[config.mk]
export PLATFORM = sky130hd
export DESIGN_NAME = pwm_capture_flat
export DESIGN_NICKNAME = d
export VERILOG_FILES = /design/src/rtl/pwm_capture_pkg.sv /design/src/rtl/pwm_capture_if.sv /design/src/rtl/pwm_capture_divider.sv /design/src/rtl/pwm_capture.sv /design/src/flat_wrapper.sv
export SDC_FILE = /design/constraint.sdc
export NUM_CORES = 1
export LEC_CHECK = 0
export ABC_CLOCK_PERIOD_IN_PS = 6700
export CAP_MARGIN = 20
export CELL_PAD_IN_SITES_DETAIL_PLACEMENT = 0
export CELL_PAD_IN_SITES_GLOBAL_PLACEMENT = 2
export CORE_UTILIZATION = 39
export CTS_CLUSTER_DIAMETER = 50
export DETAILED_ROUTE_END_ITERATION = 8
export GPL_TIMING_DRIVEN = 0
export PLACE_DENSITY_LB_ADDON = 0.1
export SLEW_MARGIN = 10
export SYNTH_ARGS = -nofsm -noshare
export SYNTH_HDL_FRONTEND = slang
export SYNTH_SLANG_ARGS = --single-unit
export TNS_END_PERCENT = 5
[constraint.sdc]
create_clock -name clk_i -period 6.7 [get_ports clk_i]
set_input_delay 1.675 -clock clk_i [delete_from_list [all_inputs] [get_ports clk_i]]
set_output_delay 1.675 -clock clk_i [all_outputs]
set_load 0.05 [all_outputs]
[src/rtl/pwm_capture_pkg.sv]
// Shared types and default widths for the PWM capture path.
// State encodings match the fan controller's capture FSM.
package pwm_capture_pkg;

    localparam int ADC_BITWIDTH_DEF = 4;
    localparam int CNT_BITWIDTH_DEF = 8;
    localparam int TIMEOUT_DEF      = 255;

    typedef enum logic [1:0] {
        IDLE  = 2'd0,
        HIGH  = 2'd1,
        LOW   = 2'd2,
        STUCK = 2'd3
    } cap_state_t;

endpackage

[src/rtl/pwm_capture_if.sv]
// Result bundle of the PWM capture block.
// master drives the measurement, slave consumes it.
interface pwm_capture_if #(
    parameter int ADC_BITWIDTH = 4,
    parameter int CNT_BITWIDTH = 8
);

    logic [CNT_BITWIDTH-1:0] highCount_o;
    logic [CNT_BITWIDTH-1:0] periodCount_o;
    logic [ADC_BITWIDTH-1:0] duty_o;
    logic                    valid_o;
    logic                    stuck_o;
    logic                    overrun_o;

    modport master (
        output highCount_o,
        output periodCount_o,
        output duty_o,
        output valid_o,
        output stuck_o,
        output overrun_o
    );

    modport slave (
        input highCount_o,
        input periodCount_o,
        input duty_o,
        input valid_o,
        input stuck_o,
        input overrun_o
    );

endinterface

[src/rtl/pwm_capture_divider.sv]
// Restoring divider producing floor(num * 2^ADC_BITWIDTH / den),
// one quotient bit per clock; requires num < den.
module pwm_duty_divider #(
    parameter int ADC_BITWIDTH = 4,
    parameter int CNT_BITWIDTH = 8
) (
    input  logic                    clk_i,
    input  logic                    rstn_i,
    input  logic                    start,
    input  logic [CNT_BITWIDTH-1:0] numerator,
    input  logic [CNT_BITWIDTH-1:0] denominator,
    output logic                    busy,
    output logic                    done,
    output logic [ADC_BITWIDTH-1:0] quotient
);

    localparam int IW = $clog2(ADC_BITWIDTH + 1);
    localparam logic [IW-1:0] LAST = IW'(ADC_BITWIDTH - 1);

    logic [CNT_BITWIDTH:0]   rem;
    logic [CNT_BITWIDTH:0]   rem_sh;
    logic [CNT_BITWIDTH-1:0] den;
    logic [IW-1:0]           iter;
    logic                    take;

    // rem < den always, so the shifted remainder fits one extra bit
    always_comb begin
        rem_sh = rem << 1;
        take   = rem_sh >= {1'b0, den};
    end

    always_ff @(posedge clk_i) begin
        if (!rstn_i) begin
            busy     <= 1'b0;
            done     <= 1'b0;
            iter     <= '0;
            rem      <= '0;
            den      <= '0;
            quotient <= '0;
        end else begin
            done <= 1'b0;
            if (busy) begin
                rem      <= take ? rem_sh - {1'b0, den} : rem_sh;
                quotient <= (quotient << 1) | ADC_BITWIDTH'(take);
                iter     <= iter + 1'b1;
                if (iter == LAST) begin
                    busy <= 1'b0;
                    done <= 1'b1;
                end
            end else if (start) begin
                busy     <= 1'b1;
                iter     <= '0;
                rem      <= {1'b0, numerator};
                den      <= denominator;
                quotient <= '0;
            end
        end
    end

endmodule

[src/rtl/pwm_capture.sv]
// Measures high time and period of an external PWM in clock-enable
// ticks and reports the duty cycle in the ADC number format.
module pwm_capture
    import pwm_capture_pkg::*;
#(
    parameter int ADC_BITWIDTH = ADC_BITWIDTH_DEF,
    parameter int CNT_BITWIDTH = CNT_BITWIDTH_DEF,
    parameter int TIMEOUT      = TIMEOUT_DEF
) (
    input  logic           clk_i,
    input  logic           rstn_i,
    input  logic           clk_en_i,
    input  logic           pwm_i,
    pwm_capture_if.master  result
);

    localparam logic [CNT_BITWIDTH-1:0] CNT_ONE = CNT_BITWIDTH'(1);
    localparam logic [CNT_BITWIDTH-1:0] CNT_TO  = CNT_BITWIDTH'(TIMEOUT);

    logic                    sync_q;
    logic                    s;
    logic                    p;
    logic                    rise;
    logic                    fall;
    cap_state_t              state;
    cap_state_t              state_nxt;
    logic [CNT_BITWIDTH-1:0] high_cnt;
    logic [CNT_BITWIDTH-1:0] per_cnt;
    logic [CNT_BITWIDTH-1:0] high_nxt;
    logic [CNT_BITWIDTH-1:0] per_nxt;
    logic [CNT_BITWIDTH-1:0] cap_high;
    logic [CNT_BITWIDTH-1:0] cap_per;
    logic                    capture;
    logic                    stuck_entry;
    logic                    stuck_exit;
    logic                    div_start;
    logic                    div_busy;
    logic                    div_done;
    logic [ADC_BITWIDTH-1:0] div_q;
    logic                    stuck_pend;
    logic                    pend_level;
    logic                    stuck_level;

    always_ff @(posedge clk_i) begin
        if (!rstn_i) begin
            sync_q <= 1'b0;
            s      <= 1'b0;
            p      <= 1'b0;
        end else begin
            sync_q <= pwm_i;
            s      <= sync_q;
            if (clk_en_i) p <= s;
        end
    end

    assign rise = clk_en_i & s & ~p;
    assign fall = clk_en_i & ~s & p;

    always_ff @(posedge clk_i) begin
        if (!rstn_i) begin
            state    <= IDLE;
            high_cnt <= '0;
            per_cnt  <= '0;
        end else begin
            state    <= state_nxt;
            high_cnt <= high_nxt;
            per_cnt  <= per_nxt;
        end
    end

    // In IDLE per_cnt doubles as the no-edge tick counter
    always_comb begin
        state_nxt   = state;
        high_nxt    = high_cnt;
        per_nxt     = per_cnt;
        capture     = 1'b0;
        stuck_entry = 1'b0;
        stuck_exit  = 1'b0;
        if (clk_en_i) begin
            unique case (state)
                IDLE, HIGH, LOW: begin
                    if (rise) begin
                        capture   = (state == LOW);
                        state_nxt = HIGH;
                        high_nxt  = CNT_ONE;
                        per_nxt   = CNT_ONE;
                    end else begin
                        per_nxt = per_cnt + CNT_ONE;
                        if (state == HIGH) begin
                            if (fall) state_nxt = LOW;
                            else      high_nxt  = high_cnt + CNT_ONE;
                        end
                        if (per_nxt == CNT_TO) begin
                            state_nxt   = STUCK;
                            stuck_entry = 1'b1;
                        end
                    end
                end
                STUCK: begin
                    if (rise) begin
                        stuck_exit = 1'b1;
                        state_nxt  = HIGH;
                        high_nxt   = CNT_ONE;
                        per_nxt    = CNT_ONE;
                    end
                end
            endcase
        end
    end

    assign div_start = capture & ~div_busy;

    pwm_duty_divider #(
        .ADC_BITWIDTH (ADC_BITWIDTH),
        .CNT_BITWIDTH (CNT_BITWIDTH)
    ) u_div (
        .clk_i       (clk_i),
        .rstn_i      (rstn_i),
        .start       (div_start),
        .numerator   (high_cnt),
        .denominator (per_cnt),
        .busy        (div_busy),
        .done        (div_done),
        .quotient    (div_q)
    );

    assign stuck_level = stuck_entry ? s : pend_level;

    // A stuck entry colliding with a divider result is replayed next clk
    always_ff @(posedge clk_i) begin
        if (!rstn_i) begin
            result.highCount_o   <= '0;
            result.periodCount_o <= '0;
            result.duty_o        <= '0;
            result.valid_o       <= 1'b0;
            result.stuck_o       <= 1'b0;
            result.overrun_o     <= 1'b0;
            cap_high             <= '0;
            cap_per              <= '0;
            stuck_pend           <= 1'b0;
            pend_level           <= 1'b0;
        end else begin
            result.valid_o <= 1'b0;
            if (capture && div_busy) result.overrun_o <= 1'b1;
            if (div_start) begin
                cap_high <= high_cnt;
                cap_per  <= per_cnt;
            end
            if (div_done) begin
                result.highCount_o   <= cap_high;
                result.periodCount_o <= cap_per;
                result.duty_o        <= div_q;
                result.valid_o       <= 1'b1;
                if (stuck_entry) begin
                    stuck_pend <= 1'b1;
                    pend_level <= s;
                end
            end else if (stuck_entry || stuck_pend) begin
                result.duty_o  <= {ADC_BITWIDTH{stuck_level}};
                result.stuck_o <= 1'b1;
                result.valid_o <= 1'b1;
                stuck_pend     <= 1'b0;
            end
            if (stuck_exit) begin
                result.stuck_o <= 1'b0;
                stuck_pend     <= 1'b0;
            end
        end
    end

endmodule
[src/flat_wrapper.sv]
// flat-port wrapper written by rule: the top's interface ports become plain ports
module pwm_capture_flat import pwm_capture_pkg::*;
#(
    parameter int ADC_BITWIDTH = ADC_BITWIDTH_DEF,
    parameter int CNT_BITWIDTH = CNT_BITWIDTH_DEF,
    parameter int TIMEOUT      = TIMEOUT_DEF
)
  (clk_i, rstn_i, clk_en_i, pwm_i, result_highCount_o, result_periodCount_o, result_duty_o, result_valid_o, result_stuck_o, result_overrun_o);
  pwm_capture_if #(.ADC_BITWIDTH(ADC_BITWIDTH), .CNT_BITWIDTH(CNT_BITWIDTH)) result_i ();
  input  logic clk_i;
  input  logic rstn_i;
  input  logic clk_en_i;
  input  logic pwm_i;
  output wire logic [$bits(result_i.highCount_o)-1:0] result_highCount_o;
  output wire logic [$bits(result_i.periodCount_o)-1:0] result_periodCount_o;
  output wire logic [$bits(result_i.duty_o)-1:0] result_duty_o;
  output wire logic [$bits(result_i.valid_o)-1:0] result_valid_o;
  output wire logic [$bits(result_i.stuck_o)-1:0] result_stuck_o;
  output wire logic [$bits(result_i.overrun_o)-1:0] result_overrun_o;
  assign result_highCount_o = result_i.highCount_o;
  assign result_periodCount_o = result_i.periodCount_o;
  assign result_duty_o = result_i.duty_o;
  assign result_valid_o = result_i.valid_o;
  assign result_stuck_o = result_i.stuck_o;
  assign result_overrun_o = result_i.overrun_o;
  pwm_capture #(.ADC_BITWIDTH(ADC_BITWIDTH), .CNT_BITWIDTH(CNT_BITWIDTH), .TIMEOUT(TIMEOUT)) u_core (.clk_i(clk_i), .rstn_i(rstn_i), .clk_en_i(clk_en_i), .pwm_i(pwm_i), .result(result_i));
endmodule
==> results.sh, run 1 <==
# source this file to load flow results
export IMPL_cts_resized=0
export IMPL_synth_top_cell_area_share_pct=41.4
export IMPL_comb_area_share_pct=46.4
export IMPL_synthToLayoutAreaGrowth_pct=15.7
export IMPL_timing_rr_start="u_core.u_div.den[6]"
export IMPL_seq_area_share_pct=35.8
export IMPL_ys_flop_type="dfxtp_1"
export IMPL_die_area_sq_um=10200
export IMPL_design_seq_count=79
export IMPL_edf_count=0
export IMPL_pg_clk_w=0.000363
export IMPL_p_seq_share_pct=54.8
export IMPL_path_cells="buf_6 > nand3b_1 > nor3b_1 > nand2b_1 > clkbuf_1 > clkbuf_1 > nand2_1 > a21oi_1"
export IMPL_drtAntennaViolNets=0
export IMPL_die_h_um=101
export IMPL_ys_area_sq_um=3820
export IMPL_cts_path_max_buffers=2
export IMPL_switching_power_w=0.000212
export IMPL_netlist_area_sq_um=3820
export IMPL_viasPerCell=5.18
export IMPL_p_seq_w=0.000474
export IMPL_overflow=0
export IMPL_power_share_clock_pct=41.9
export IMPL_outcome="finished clean"
export IMPL_postCtsSetupBuffers=0
export IMPL_yosysTopAreaCell="dfxtp_1"
export IMPL_syn_nets=466
export IMPL_met1_length_um=4840
export IMPL_setup_violations=0
export IMPL_clock_area_share_pct=4.47
-- run 1: metrics by stage --
stage          worst slack, ns  cell area [sq um]  power, W
2_1_floorplan             3.43               3820  0.000505
3_3_place_gp              2.80               4220  0.000515
3_5_place_dp              2.84               4220  0.000515
4_1_cts                   3.22               4420  0.000874
5_1_grt                   3.03               4420  0.000896
6_report                  3.25               4420  0.000866
-- run 1: cells in the final DEF, fill, tap and decap left out, drive strengths merged, types with 5 or more instances in the layout --
| master | count |
|---|---|
| nor2b | 5 |
| inv | 18 |
| ha | 13 |
| buf | 6 |
| and3 | 7 |
| clkbuf | 28 |
| nand3 | 13 |
| nand2 | 56 |
| a21oi | 41 |
| dfxtp | 79 |
| mux2i | 21 |
| nand2b | 9 |
| clkdlybuf4s50 | 24 |
| xnor2 | 5 |
| nor3b | 8 |
| a311oi | 9 |
| nor2 | 52 |
| or3 | 7 |
| mux2 | 5 |
| o21ai | 21 |
-- run 1: synthesized netlist by cell type (all sizes together), types with 9 or more instances --
cell type and count:
dfxtp 79, nand2 56, nor2 52, a21oi 41, mux2i 21, o21ai 21, clkbuf 18, inv 17
ha 13, nand3 13, a311oi 9, nand2b 9
-- run 1: logic make-up after synthesis --
| kind of cell | after synthesis | synth area share [%] |
|---|---|---|
| XOR/XNOR | 8 | 1.83 |
| AND/OR/NAND/NOR | 175 | 22.1 |
| flip-flops | 79 | 41.4 |
| AND-OR/OR-AND | 104 | 18.0 |
| adder cells (fa/ha/maj) | 14 | 4.78 |
| buffers and inverters | 42 | 4.85 |
| multiplexers | 26 | 7.08 |
-- run 1: critical path, delay by kind of cell --
kind | cells | cell delay [ns]
AND/OR/NAND/NOR | 4 | 1.20
buffers and inverters | 3 | 0.71
AND-OR/OR-AND | 1 | 0.07
### Routing congestion map, run 1

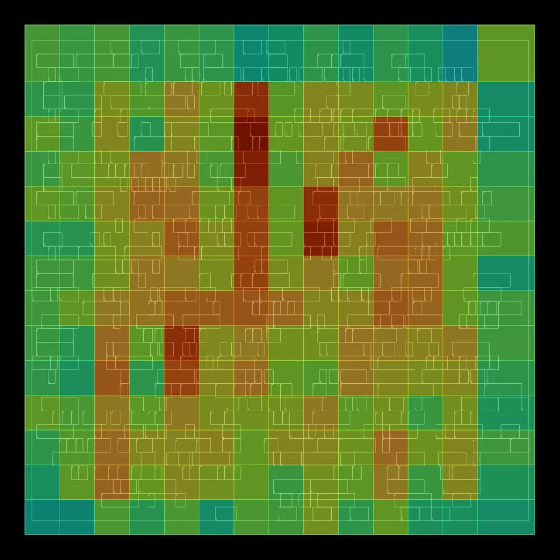
routed len/inst: 15.5 um
gr busiest metal: met2
GR Util met3: 3.26%

### Pin map, run 1

Scale: 4 px per um. Pins as bars across the die edge, other pins in grey.
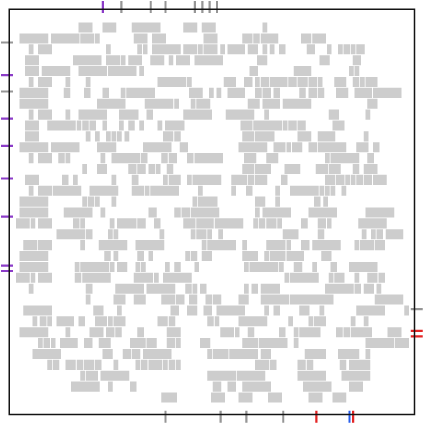
legend:
  red:
    port: `result_duty_o`
    pins: 4
    direction: output
    edge: 2 bottom, 2 right
  blue:
    port: `result_valid_o`
    pins: 1
    direction: output
    edge: bottom
  purple:
    port: `result_highCount_o`
    pins: 8
    direction: output
    edge: 7 left, 1 top
all pins by edge: 9 left, 8 top, 7 bottom, 3 right

### Wiring by layer, run 1

Scale: 4 px per um. Only two layers are drawn.
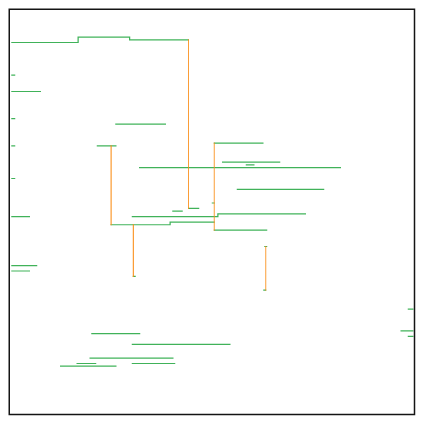
legend:
  green:
    layer: M3
    wire_length: 369 um
  orange:
    layer: M4
    wire_length: 107 um

### M1 wires, run 1

Scale: 6 px per um. Supply wires on this layer in grey.
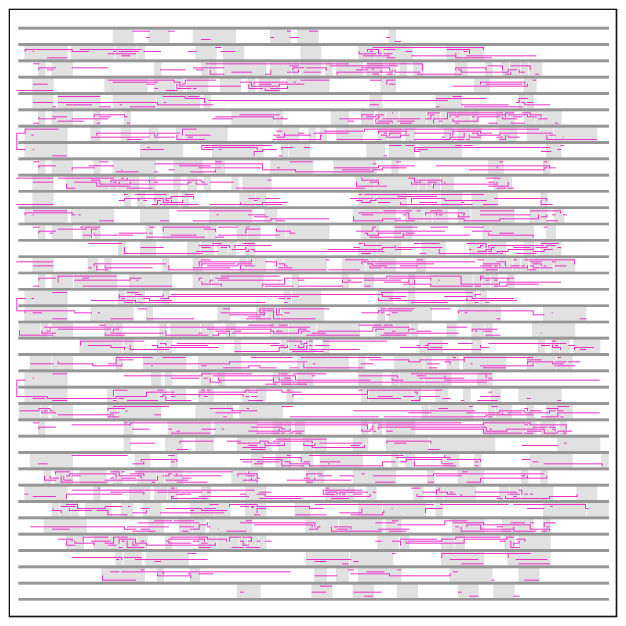
main direction: horizontal
longest straight run: 55.2 um
share of all routed wire: 51%
via count: 3199
met1 global-route usage: 29.0%
wirelength, routed: 9580 um

## Run 2: what changed since run 1
Settings changed: ABC_CLOCK_PERIOD_IN_PS 6700 to 3500, CORE_UTILIZATION 39 to 36.
Clock period 6.7 ns to 3.5 ns, I/O delays scaled along.
### Wiring by layer, run 2

Scale: 4 px per um. Only two layers are drawn.
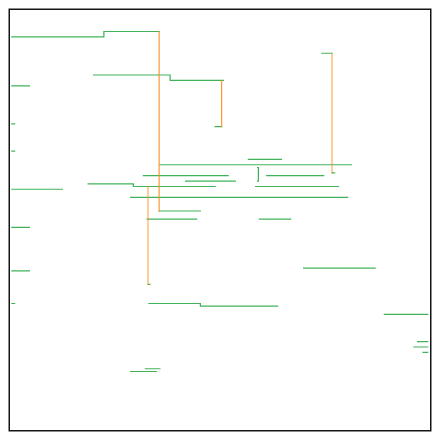
routed len/inst: 15.8 um
wirelength, routed: 9890 um
Total Routing Usage GR: 19.6%
via count: 3246

### Pin map, run 2

Scale: 4 px per um. Pins as bars across the die edge, other pins in grey.
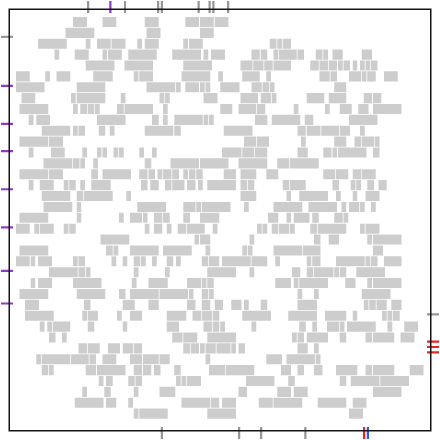
legend:
  blue:
    port: `result_valid_o`
    pins: 1
    direction: output
    edge: bottom
  red:
    port: `result_duty_o`
    pins: 4
    direction: output
    edge: 3 right, 1 bottom
  purple:
    port: `result_highCount_o`
    pins: 8
    direction: output
    edge: 7 left, 1 top
all pins by edge: 9 top, 8 left, 6 bottom, 4 right

==> run 2 against run 1 <==
Effect of this change:
- sequential cell count is the same
- non-clock buffer count stayed put
- die size increased by 8.2%
- synthesized cell count unchanged
- core utilization down 4.5 points
- critical path depth unchanged
- wire length is 3.2% higher
==> results.sh, run 2 <==
# source this file to load flow results
export IMPL_syn_nets=466
export IMPL_port_buffers=24
export IMPL_cp_buffers_inverters=3
export IMPL_hp_start="u_core.sync_q"
export IMPL_setup_violations=0
export IMPL_rows=37
export IMPL_cts_resized=0
export IMPL_postCtsSetupBuffers=0
export IMPL_power_leakage_nw=1.49
export IMPL_grt_pass1_wl_um=16700
export IMPL_gr_usage_met2_pct=30.5
export IMPL_ctsRootBufferMaster="clkbuf_8"
export IMPL_max_freq_ghz=0.375
export IMPL_path_cells="buf_6 > nand3b_1 > nor3b_1 > nand2b_1 > clkbuf_1 > clkbuf_1 > nand2_1 > a21oi_1"
export IMPL_drtAntennaViolNets=0
export IMPL_die_area_sq_um=11000
export IMPL_die_h_um=105
export IMPL_use_met1_pct=27.4
export IMPL_ys_types=53
export IMPL_timing_rr_start="u_core.u_div.den[6]"
export IMPL_met1_length_um=4780
export IMPL_top_usage_layer="met2"
export IMPL_lay_top_count="dfxtp_1"
export IMPL_overflow=0
export IMPL_cp_top_family="simple AND/OR/NAND/NOR gates"
export IMPL_ys_flop_type="dfxtp_1"
export IMPL_synthTopCellsByCount="79 x dfxtp_1, 56 x nand2_1, 52 x nor2_1"
export IMPL_core_area_sq_um=10300
export IMPL_use_met3_pct=4.05
export IMPL_tool_warnings=28
export IMPL_synthToLayoutAreaGrowth_pct=15.3
export IMPL_cts_path_max_buffers=2
export IMPL_yosysTopAreaCell="dfxtp_1"
export IMPL_hold_class="flop to flop"
export IMPL_crit_start="clk_en_i"
export IMPL_post_synth_top_count_cell="dfxtp_1"
export IMPL_netlist_area_sq_um=3820
export IMPL_synth_top_cell_area_share_pct=41.4
export IMPL_layout_top_cells="79 x dfxtp_1, 56 x nand2_1, 52 x nor2_1"
export IMPL_dp_cells=608
export IMPL_viasPerCell=5.20
export IMPL_edf_count=0
export IMPL_outcome="finished clean"
export IMPL_ys_area_sq_um=3820
### Metal 3, run 2

Scale: 4 px per um.
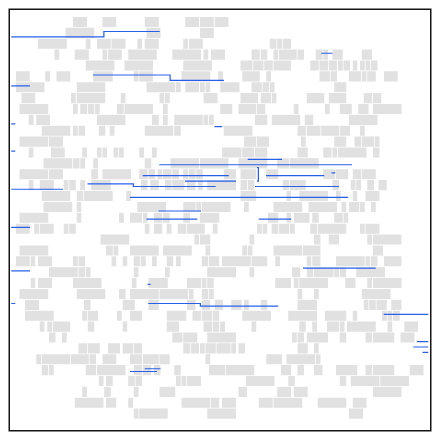
main direction: horizontal
wire length on this layer: 429 um
longest straight run: 54.3 um
share of all routed wire: 4.3%
nets with wire on the layer: 26

-- run 2: kinds of logic (layout without fill, tap and decap cells) --
logic type	Yosys count	count (layout)	synth area share, %
AND/OR/NAND/NOR	175	175	22.1
adder cells (fa/ha/maj)	14	14	4.78
buffers and inverters	42	82	4.85
flip-flops	79	79	41.4
XOR/XNOR	8	8	1.83
AND-OR/OR-AND	104	104	18.0
multiplexers	26	26	7.08
-- run 2: power breakdown --
group / internal, W / switching, W
Combinational: 0.0000168 / 0.0000388
Sequential: 0.000902 / 0.00000599
Clock: 0.000259 / 0.000360
-- run 2: layout make-up --
| class | count | area, sq um | area share [%] |
|---|---|---|---|
| buffer | 25 | 121 | 2.76 |
| clock buffer | 9 | 124 | 2.81 |
| clock inverter | 7 | 48.8 | 1.11 |
| inverter | 17 | 63.8 | 1.45 |
| multi-input combinational | 327 | 2050 | 46.6 |
| sequential | 79 | 1580 | 35.9 |
| tap | 136 | 170 | 3.87 |
| timing repair buffer | 24 | 240 | 5.46 |
-- run 2: worst paths after layout --
| path | end | depth (start not counted) |
|---|---|---|
| worst max-delay path | u_core.cap_high[6] | 8 |
| worst min-delay path | u_core.s | 1 |
| worst max register to register | u_core.u_div.rem[3] | 8 |
| worst min register to register | u_core.s | 1 |
-- run 2: worst register-to-register path, cell delays in order, from the launching register on --
cell      delay (ns)
dfxtp_1         0.40
inv_1           0.10
ha_1            0.27
clkbuf_1        0.29
and3_1          0.24
a211oi_1        0.09
a31oi_1         0.70
nand2b_1        0.30
a311oi_1        0.12
-- run 2: per-stage QoR --
step	power (W)	worst slack, ns	area [sq um]
after floorplan	0.000967	1.03	3820
after global placement	0.000986	0.392	4230
after detailed placement	0.000986	0.400	4230
after CTS	0.00160	0.784	4400
after global routing	0.00166	0.570	4400
final	0.00158	0.834	4400
Power is estimated from default activity; no workload was simulated.
